run_1/clock_map.png
(6 px per um)
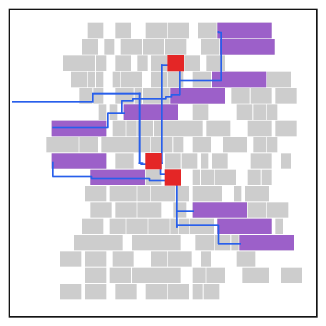
run_1/registers.png
(6 px per um)
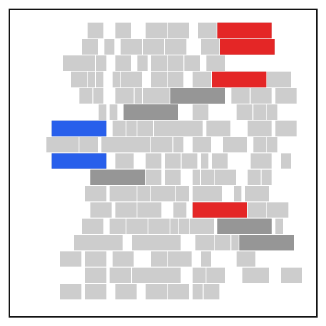
run_1/cell_classes.png
(6 px per um)
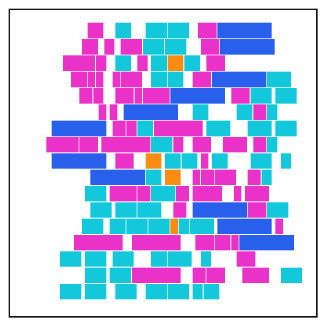
run_1/final_placement.png
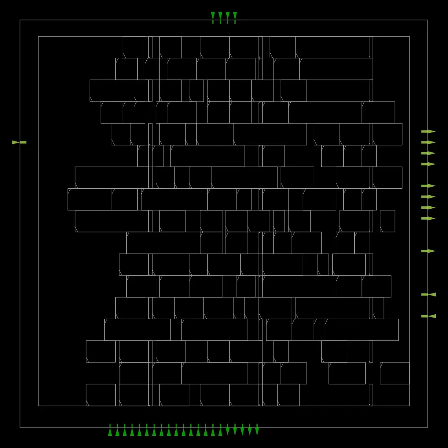
File: src/rtl/fifo_write_arbiter.sv
// Round-robin arbiter sharing one FIFO write port among NUM_REQ producers.
// Bursts of up to MAX_BURST words per grant; holds on full, rotates after.
//
// Ports:
//   clk, rst_n   rising-edge clock, async active-low reset
//   req          per-producer level request
//   req_data     producer words, producer i at [i*DATA_W +: DATA_W]
//   req_ack      one-hot pulse when the owner's word is written
//   grant        registered one-hot owner, zero when idle
//   fifo_full    FIFO full flag (trusted as presented)
//   fifo_write   FIFO write strobe
//   fifo_data    word presented to the FIFO
//   busy         high while a grant is held
module fifo_write_arbiter #(
    parameter int NUM_REQ   = 4,
    parameter int DATA_W    = 4,
    parameter int MAX_BURST = 2
) (
    input  logic                      clk,
    input  logic                      rst_n,
    input  logic [NUM_REQ-1:0]        req,
    input  logic [NUM_REQ*DATA_W-1:0] req_data,
    output logic [NUM_REQ-1:0]        req_ack,
    output logic [NUM_REQ-1:0]        grant,
    input  logic                      fifo_full,
    output logic                      fifo_write,
    output logic [DATA_W-1:0]         fifo_data,
    output logic                      busy
);

    localparam int PTR_W = (NUM_REQ > 1) ? $clog2(NUM_REQ) : 1;
    localparam int CNT_W = $clog2(MAX_BURST + 1);

    typedef enum logic {
        IDLE,
        GRANT
    } state_e;

    state_e               state_q, state_d;
    logic [NUM_REQ-1:0]   grant_q, grant_d;
    logic [PTR_W-1:0]     owner_q, owner_d;
    logic [PTR_W-1:0]     rr_ptr_q, rr_ptr_d;
    logic [CNT_W-1:0]     burst_cnt_q, burst_cnt_d;

    logic [DATA_W-1:0]    words [NUM_REQ];
    logic [PTR_W-1:0]     cand;
    logic [PTR_W-1:0]     pick_idx;
    logic                 pick_vld;
    logic [PTR_W-1:0]     next_ptr;
    logic                 accept;
    logic                 last_beat;

    for (genvar g = 0; g < NUM_REQ; g++) begin : g_words
        assign words[g] = req_data[g*DATA_W +: DATA_W];
    end

    // First requester at or after rr_ptr, wrapping modulo NUM_REQ.
    always_comb begin
        cand     = '0;
        pick_idx = '0;
        pick_vld = 1'b0;
        for (int k = 0; k < NUM_REQ; k++) begin
            cand = PTR_W'((int'(rr_ptr_q) + k) % NUM_REQ);
            if (!pick_vld && req[cand]) begin
                pick_vld = 1'b1;
                pick_idx = cand;
            end
        end
    end

    assign next_ptr  = (owner_q == PTR_W'(NUM_REQ - 1)) ?
                       '0 : owner_q + PTR_W'(1);
    assign last_beat = (burst_cnt_q == CNT_W'(MAX_BURST - 1));
    assign accept    = (state_q == GRANT) && req[owner_q] && !fifo_full;

    assign fifo_write = accept;
    assign req_ack    = accept ? grant_q : '0;
    assign grant      = grant_q;
    assign busy       = (state_q == GRANT);
    assign fifo_data  = (state_q == GRANT) ? words[owner_q] : '0;

    always_comb begin
        state_d     = state_q;
        grant_d     = grant_q;
        owner_d     = owner_q;
        rr_ptr_d    = rr_ptr_q;
        burst_cnt_d = burst_cnt_q;
        unique case (state_q)
            IDLE: begin
                if (pick_vld) begin
                    state_d     = GRANT;
                    grant_d     = NUM_REQ'(1) << pick_idx;
                    owner_d     = pick_idx;
                    burst_cnt_d = '0;
                end
            end
            GRANT: begin
                // Release on a dropped request or a finished burst;
                // a full FIFO alone just holds the grant.
                if (!req[owner_q] || (accept && last_beat)) begin
                    state_d     = IDLE;
                    grant_d     = '0;
                    rr_ptr_d    = next_ptr;
                    burst_cnt_d = '0;
                end else if (accept) begin
                    burst_cnt_d = burst_cnt_q + CNT_W'(1);
                end
            end
        endcase
    end

    always_ff @(posedge clk or negedge rst_n) begin
        if (!rst_n) begin
            state_q     <= IDLE;
            grant_q     <= '0;
            owner_q     <= '0;
            rr_ptr_q    <= '0;
            burst_cnt_q <= '0;
        end else begin
            state_q     <= state_d;
            grant_q     <= grant_d;
            owner_q     <= owner_d;
            rr_ptr_q    <= rr_ptr_d;
            burst_cnt_q <= burst_cnt_d;
        end
    end

endmodule

File: config.mk
export PLATFORM = sky130hd
export DESIGN_NAME = fifo_write_arbiter
export DESIGN_NICKNAME = d
export VERILOG_FILES = /design/src/rtl/fifo_write_arbiter.sv
export SDC_FILE = /design/constraint.sdc
export NUM_CORES = 1
export LEC_CHECK = 0
export CORE_MARGIN = 2
export CORE_UTILIZATION = 36
export CTS_CLUSTER_DIAMETER = 50
export DETAILED_ROUTE_END_ITERATION = 8
export PLACE_DENSITY = 0.71
export SYNTH_ARGS = -nofsm -noshare
export SYNTH_HDL_FRONTEND = slang
export SYNTH_SLANG_ARGS = --single-unit
File: constraint.sdc
create_clock -name clk -period 1.65 [get_ports clk]
set_input_delay 0.165 -clock clk [delete_from_list [all_inputs] [get_ports clk]]
set_output_delay 0.165 -clock clk [all_outputs]
set_load 0.005 [all_outputs]
==> results.txt, run 1 <==
run metrics: Placer Congestion=0.7891, # IOs=37, synthesized instance count=between 70 and 80, violated checks=setup timing, number of global-route vias before repair=between 800 and 900, Worst-path clk slew=around 0.070 ns, post-synth top area cell=dfrtp_1, crit path DRT=1.48 ns, Core Footprint=between 2000 and 2500 sq um, Post-DP HPWL=roughly 1800 um, post-synth area from yosys stat=a little under 800 sq um, Setup WS post-layout=-0.1830 ns, Final Hold Fails=0, Fin Hold WS=around 0.23 ns, setup violators final=10, Logic area=just over 500 sq um, status=complete, but fails checks, commonest cells in the netlist=11 x dfrtp_1, 9 x and2_1, 5 x inv_1, H-tree levels=1, first-pass GRT wire length=3953 um, CTS max path bufs=2, Die Y=approximately 51 um
## Picture notes: clock_map.png
[purple] flip-flops | count: 11
[blue] clock wires | length: 153 um
[red] cells driving clock nets | count: 3
routed clock nets: 4

## Picture notes: registers.png
| colour | netlist name | flops |
|---|---|---|
| red | grant | 4 |
| blue | rr_ptr_q | 2 |
Seq/total area: 0.2016
Reg area: 275.3 sq um
Seq group: 0.489 mW
post-layout util: 0.6354

## Picture notes: cell_classes.png
| colour | class | cells | share of their area |
|---|---|---|---|
| cyan | other buffers and delay cells | 57 | 38% |
| orange | clock drivers and dummy loads | 4 | 2.0% |
| blue | flip-flops | 11 | 21% |
| magenta | all other logic | 60 | 39% |

## Picture notes: final_placement.png
FFs & Latches: 11
fill count: 172
Rows: 17
tap cells: 28

## run 1: per-layer routing
metal	vias to the layer above	global-route usage	wire, um
met3	6	0.02924	90
met4	0	0.07658	40
li1	390	-	-
met5	-	0	0
met2	20	0.3788	1247
met1	414	0.2380	956
## run 1: power by group
group | leakage, nW | switching [mW] | internal [mW] | total (mW)
registers | 0.141 | 0.104 | 0.385 | 0.489
clock network | 0.0150 | 0.0873 | 0.0935 | 0.181
logic | 0.471 | 0.522 | 0.839 | 1.36
## run 1: registers in the layout, summed over array words and instances, names as in the netlist
name,cells
owner_q,2
grant,4
burst_cnt_q,2
busy,1
rr_ptr_q,2
## run 1: area by class of cell
| class | count | area share |
|---|---|---|
| multi-input cells | 55 | 0.3703 |
| repair buffers | 57 | 0.3694 |
| clock buffers | 4 | 0.01925 |
| well taps | 28 | 0.02566 |
| flip-flops and latches | 11 | 0.2016 |
| inverters | 5 | 0.01375 |
## run 1: cell families after synthesis
| kind of cell | share of synthesized area |
|---|---|
| AOI/OAI and AO/OA | 0.2060 |
| adders and majority gates | 0.03144 |
| muxes | 0.1918 |
| buffers and inverters | 0.04717 |
| DFF | 0.3459 |
| and+or+nand+nor | 0.1777 |
## run 1: stage by stage
| step | utilization | area, sq um | total power, mW | std cells | worst slack [ns] |
|---|---|---|---|---|---|
| after detailed placement | 0.5981 | 1285 | 1.666 | 150 | -0.3741 |
| after global placement | 0.5981 | 1285 | 1.629 | 150 | -0.3333 |
| after floorplan | - | 795.8 | 1.099 | 73 | 0.08262 |
| after global routing | 0.6354 | 1365 | 2.192 | 160 | -0.2231 |
| after CTS | 0.6127 | 1316 | 1.948 | 159 | -0.1634 |
| final | 0.6354 | 1365 | 2.031 | 160 | -0.1830 |
## run 1: cells in the final DEF (no fill, tap or decap), drive strengths merged
cell	instances
nor2	3
clkdlybuf4s50	27
o21ba	1
nand2b	1
nand2	6
dfrtp	11
and2	9
o41ai	2
inv	5
o21a	2
a221oi	1
a21oi	1
a2111oi	1
or2	1
o21bai	1
a22o	5
mux4	5
clkbuf	4
nor4	2
mux2i	1
ha	2
o21ai	5
nor2b	1
and2b	1
mux2	1
a21o	2
nor3	1
buf	30
## run 1: what timing repair did
item                       in CTS  in global routing
gates cloned                    0                  0
setup endpoints to repair       9                 15
hold buffers                    0                  0
pin swaps                       9                  4
gates resized                  47                 10
buffers inserted                5                  1
## run 1: final timing paths
| kind | startpoint | end | slack (ns) | cells after the start |
|---|---|---|---|---|
| setup reg to reg | owner_q[0]$_DFFE_PN0P_ | rr_ptr_q[1]$_DFFE_PN0P_ | 0 | 5 |
| hold / removal | rst_n | burst_cnt_q[0]$_DFFE_PN0P_ | 0.23 | 1 |
| hold reg to reg | burst_cnt_q[1]$_DFFE_PN0P_ | burst_cnt_q[1]$_DFFE_PN0P_ | 0.49 | 2 |
| max in group asynchronous | rst_n | owner_q[0]$_DFFE_PN0P_ | 1.09 | 1 |
| setup / recovery | owner_q[0]$_DFFE_PN0P_ | fifo_data[1] | -0.18 | 5 |
| min in group clk | burst_cnt_q[1]$_DFFE_PN0P_ | burst_cnt_q[1]$_DFFE_PN0P_ | 0.49 | 2 |
==> inputs of run 2 (changes only) <==
--- a/config.mk
+++ b/config.mk
@@ -5,11 +5,13 @@
 export SDC_FILE = /design/constraint.sdc
 export NUM_CORES = 1
 export LEC_CHECK = 0
+export ABC_CLOCK_PERIOD_IN_PS = 1650
 export CORE_MARGIN = 2
 export CORE_UTILIZATION = 36
 export CTS_CLUSTER_DIAMETER = 50
 export DETAILED_ROUTE_END_ITERATION = 8
 export PLACE_DENSITY = 0.71
+export SLEW_MARGIN = 20
 export SYNTH_ARGS = -nofsm -noshare
 export SYNTH_HDL_FRONTEND = slang
 export SYNTH_SLANG_ARGS = --single-unit
run_2/final_placement.png
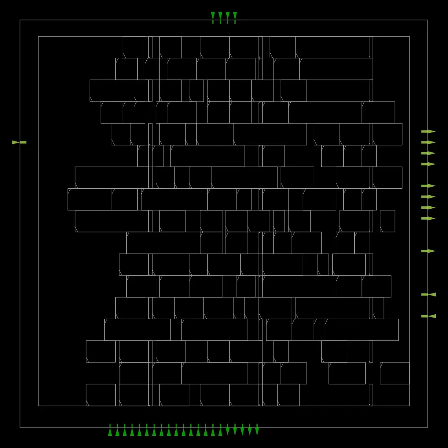
non-filler cells, final: 160
Core Footprint: 2148 sq um

==> run 2 against run 1 <==
  * The run still ends with setup timing left
  * Wire length is the same
  * Critical path depth is the same
  * Sequential power is essentially flat
  * Power is the same
  * Clock skew is the same
  * Clock power barely moved
  * First-iteration DRC count did not move
  * Global-route usage unchanged
  * Worst setup slack unchanged
  * Flip-flop count unchanged
  * Largest cell class unchanged
==> results.txt, run 2 <==
run metrics: Logic area=505.5 sq um (unchanged), root buf cell=clkbuf_4, sw power=0.7130 mW (unchanged), most instantiated logic cells after routing=27 x clkdlybuf4s50_1, 16 x buf_4, 11 x dfrtp_1, synthesized instance count=73 (unchanged), CTS max path bufs=2 (unchanged), Reg area=275.3 sq um (unchanged), Placer Congestion=0.7891 (unchanged), post-synth top area cell=dfrtp_1, Top cell excl fill/tap=clkdlybuf4s50_1, crit path DRT=1.48 ns (about the same), Worst-path clk slew=0.07 ns (about the same), Via density=roughly 5.2, # IOs=37 (unchanged), Sw Ratio=0.3511 (unchanged), setup violators final=10 (unchanged), final WL=around 2300 um, violated checks=setup timing, number of global-route vias before repair=832 (unchanged), Final Hold Fails=0 (unchanged), Avg Inst Size Synth=about 11 sq um, post-synth area from yosys stat=795.8 sq um (unchanged), post-layout util=0.6354 (unchanged), P_int=1.318 mW (unchanged), GRT overflow=0, Seq pwr share=0.241 (about the same), Comb power frac=0.670 (about the same), Die Y=51.02 um (unchanged), design area=1365 sq um (unchanged), commonest cells in the netlist=11 x dfrtp_1, 9 x and2_1, 5 x inv_1, placed standard-cell area=1285 sq um (unchanged), Post-DP HPWL=1826 um (unchanged), fill count=172 (unchanged), status=complete, but fails checks, Clock Power Share=0.089 (about the same), Setup WS post-layout=-0.1830 ns (unchanged), # diodes=0, number of synthesized flops with an enable pin=0, pre-CTS setup slack=-0.3741 ns (unchanged), share of layout cells above drive strength 1=0.4015, max reg flops=4 (unchanged), H-tree levels=1 (unchanged), clock skew=0.0003234 ns, slowest library cell on the worst path=mux4_2, fraction of registers with async set/reset=1.000, Post-CTS Hold Fix Bufs=0 (unchanged), first-pass GRT wire length=3953 um (unchanged), Rows=17 (unchanged), Clk Latency, worst-skew pair=roughly 0.26 ns
-- run 2: cell counts after synthesis --
Identical to the previous run, type by type.
-- run 2: routing by layer --
layer | global-route usage | wire length [um] | vias to the layer above | share of wire
met5 | 0 | 0 | - | 0
met1 | 0.2380 | 956 | 414 | 0.41
li1 | - | - | 390 | -
met3 | 0.02924 | 90 | 6 | 0.039
met4 | 0.07658 | 40 | 0 | 0.017
met2 | 0.3788 | 1247 | 20 | 0.53
-- run 2: worst paths after layout --
| path | start | end | slack [ns] | cells after the start |
|---|---|---|---|---|
| max in group asynchronous | rst_n | owner_q[0]$_DFFE_PN0P_ | 1.09 | 1 |
| worst max-delay path | owner_q[0]$_DFFE_PN0P_ | fifo_data[1] | -0.18 | 5 |
| worst max register to register | owner_q[0]$_DFFE_PN0P_ | rr_ptr_q[1]$_DFFE_PN0P_ | 0 | 5 |
| min in group clk | burst_cnt_q[1]$_DFFE_PN0P_ | burst_cnt_q[1]$_DFFE_PN0P_ | 0.49 | 2 |
| worst min register to register | burst_cnt_q[1]$_DFFE_PN0P_ | burst_cnt_q[1]$_DFFE_PN0P_ | 0.49 | 2 |
| worst min-delay path | rst_n | burst_cnt_q[0]$_DFFE_PN0P_ | 0.23 | 1 |
-- run 2: cell families after synthesis --
kind of cell	count (synthesis)	synth area share
mux	7	0.1918
buf+inv	7	0.04717
compound gates	21	0.2060
flops	11	0.3459
simple gates	25	0.1777
fa+ha+maj	2	0.03144
-- run 2: area by class of cell --
cell class / count / area share
Clock buffer: 4 / 0.01925
Inverter: 5 / 0.01375
Multi-Input combinational cell: 55 / 0.3703
Sequential cell: 11 / 0.2016
Tap cell: 28 / 0.02566
Timing Repair Buffer: 57 / 0.3694
-- run 2: through the flow --
step	std cells	TNS, ns	hold slack, ns	total power, mW
global route	160	-1.863	0.2770	2.192
global placement	150	-3.441	0.4674	1.629
finish	160	-1.329	0.2310	2.031
detailed placement	150	-3.773	0.4769	1.666
floorplan	73	0	-0.1306	1.099
CTS	159	-1.161	0.2495	1.948
-- run 2: power groups by stage --
stage / logic (mW) / registers (mW) / clock network (mW)
after floorplan: 0.620 / 0.478 / 0
after global placement: 1.15 / 0.482 / 0
after detailed placement: 1.18 / 0.486 / 0
after CTS: 1.28 / 0.483 / 0.187
after global routing: 1.48 / 0.512 / 0.204
final: 1.36 / 0.489 / 0.181
-- run 2: timing repair --
item                       CTS  global route
hold endpoints to repair     0             0
buffers inserted             5             1
pin swaps                    9             4
setup endpoints to repair    9            15
gates resized               47            10
==> inputs of run 3 (changes only) <==
--- a/config.mk
+++ b/config.mk
@@ -9,6 +9,7 @@
 export CORE_MARGIN = 2
 export CORE_UTILIZATION = 36
 export CTS_CLUSTER_DIAMETER = 50
+export CTS_CLUSTER_SIZE = 28
 export DETAILED_ROUTE_END_ITERATION = 8
 export PLACE_DENSITY = 0.71
 export SLEW_MARGIN = 20
run_3/registers.png
(6 px per um)
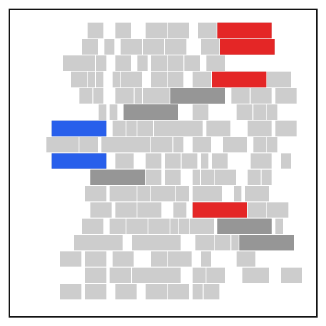
| colour | netlist name | flops |
|---|---|---|
| red | grant | 4 |
| blue | rr_ptr_q | 2 |
not coloured: 5

==> run 3 against run 2 <==
  * The flow still finishes with violations (setup timing)
  * Global-route usage did not move
  * Clock power barely moved
  * Synthesized cell count did not move
  * Sequential power barely moved
  * Worst setup slack did not move
  * Register-to-register slack barely moved
  * Die size did not move
==> results.txt, run 3 <==
run metrics: root buf cell=clkbuf_4, slowest library cell on the worst path=mux4_2, Fin Hold WS=0.2310 ns (unchanged), worst-case reg-to-reg path depth=5 (unchanged), CTS max path bufs=2 (unchanged), # diodes=0 (unchanged), status=complete, but fails checks, TNS Setup=-1.329 ns (unchanged), commonest cells in the netlist=11 x dfrtp_1, 9 x and2_1, 5 x inv_1, Via density=5.188 (unchanged), fp_density=0.3704, Clk Latency, worst-skew pair=0.26 ns (about the same), final WL=2336 um (unchanged), largest net degree at the start of global routing=12, Rows=17 (unchanged), violated checks=setup timing, Cell Chain, Critical Path=buf_6 > buf_4 > mux4_2 > and2_4 > buf_2, share of layout cells above drive strength 1=0.4015 (unchanged), clock skew=0.0003234 ns (unchanged), # IOs=37 (unchanged), Post-DP HPWL=1826 um (unchanged), non-filler cells, final=160 (unchanged), post-synth top area cell=dfrtp_1, wire per inst=between 10 and 15 um, top post-synthesis cells by area=dfrtp_1 35%, mux4_1 13%, and2_1 7.1%, max reg flops=4 (unchanged), Cells after DPL=150 (unchanged), post-synth area from yosys stat=795.8 sq um (unchanged), Setup WS post-layout=-0.1830 ns (unchanged), pre-CTS setup slack=-0.3741 ns (unchanged), H-tree levels=1 (unchanged), Worst-path clk slew=0.07 ns (about the same), Core Footprint=2148 sq um (unchanged), post-layout util=0.6354 (unchanged), crit path DRT=1.48 ns (about the same), Post-CTS Hold Fix Bufs=0 (unchanged), Worst path depth=5 (unchanged), fill count=172 (unchanged), Die Y=51.02 um (unchanged), Final Hold Fails=0 (unchanged), Top cell excl fill/tap=clkdlybuf4s50_1, GRT overflow=0 (unchanged), setup violators final=10 (unchanged), number of global-route vias before repair=832 (unchanged), fraction of registers with async set/reset=1.000 (unchanged), number of synthesized flops with an enable pin=0 (unchanged), synthesized instance count=73 (unchanged), Setup CP Type=reg2out, most instantiated logic cells after routing=27 x clkdlybuf4s50_1, 16 x buf_4, 11 x dfrtp_1
==> run 3: path summary, 6_finish.rpt <==
kind / from / end / slack (ns)
setup / recovery: owner_q[0]$_DFFE_PN0P_ / fifo_data[1] / -0.18
hold / removal: rst_n / burst_cnt_q[0]$_DFFE_PN0P_ / 0.23
setup reg to reg: owner_q[0]$_DFFE_PN0P_ / rr_ptr_q[1]$_DFFE_PN0P_ / 0
hold reg to reg: burst_cnt_q[1]$_DFFE_PN0P_ / burst_cnt_q[1]$_DFFE_PN0P_ / 0.49
max in group asynchronous: rst_n / owner_q[0]$_DFFE_PN0P_ / 1.09
min in group clk: burst_cnt_q[1]$_DFFE_PN0P_ / burst_cnt_q[1]$_DFFE_PN0P_ / 0.49
==> run 3: metal layers <==
layer  vias to the layer above  wire (um)  global-route usage
met4                         0         40             0.07658
met3                         6         90             0.02924
met2                        20       1247              0.3788
met1                       414        956              0.2380
li1                        390          -                   -
met5                         -          0                   0
==> run 3: layout make-up <==
class	instances	area (sq um)	area share
Sequential cell	11	275.3	0.2016
Multi-Input combinational cell	55	505.5	0.3703
Timing Repair Buffer	57	504.2	0.3694
Inverter	5	18.77	0.01375
Tap cell	28	35.03	0.02566
Clock buffer	4	26.28	0.01925
==> run 3: metrics by stage <==
stage	total power, mW	instance area, sq um
finish	2.031	1365
global route	2.192	1365
CTS	1.948	1316
detailed placement	1.666	1285
global placement	1.629	1285
floorplan	1.099	795.8
==> run 3: cells by family after synthesis <==
| family | after synthesis | synth area share |
|---|---|---|
| and+or+nand+nor | 25 | 0.1777 |
| muxes | 7 | 0.1918 |
| adders and majority gates | 2 | 0.03144 |
| DFF | 11 | 0.3459 |
| buffers and inverters | 7 | 0.04717 |
| AOI/OAI and AO/OA | 21 | 0.2060 |
==> run 3: repair_timing <==
item                       4_1_cts  5_1_grt
cloned                           0        0
setup endpoints to repair        9       15
pin swaps                        9        4
gates resized                   47       10
buffers inserted                 5        1
==> run 3: power by group <==
| part | internal (mW) | switching (mW) |
|---|---|---|
| registers | 0.385 | 0.104 |
| logic | 0.839 | 0.522 |
| clock network | 0.0935 | 0.0873 |
Power and IR drop assume default switching activity.
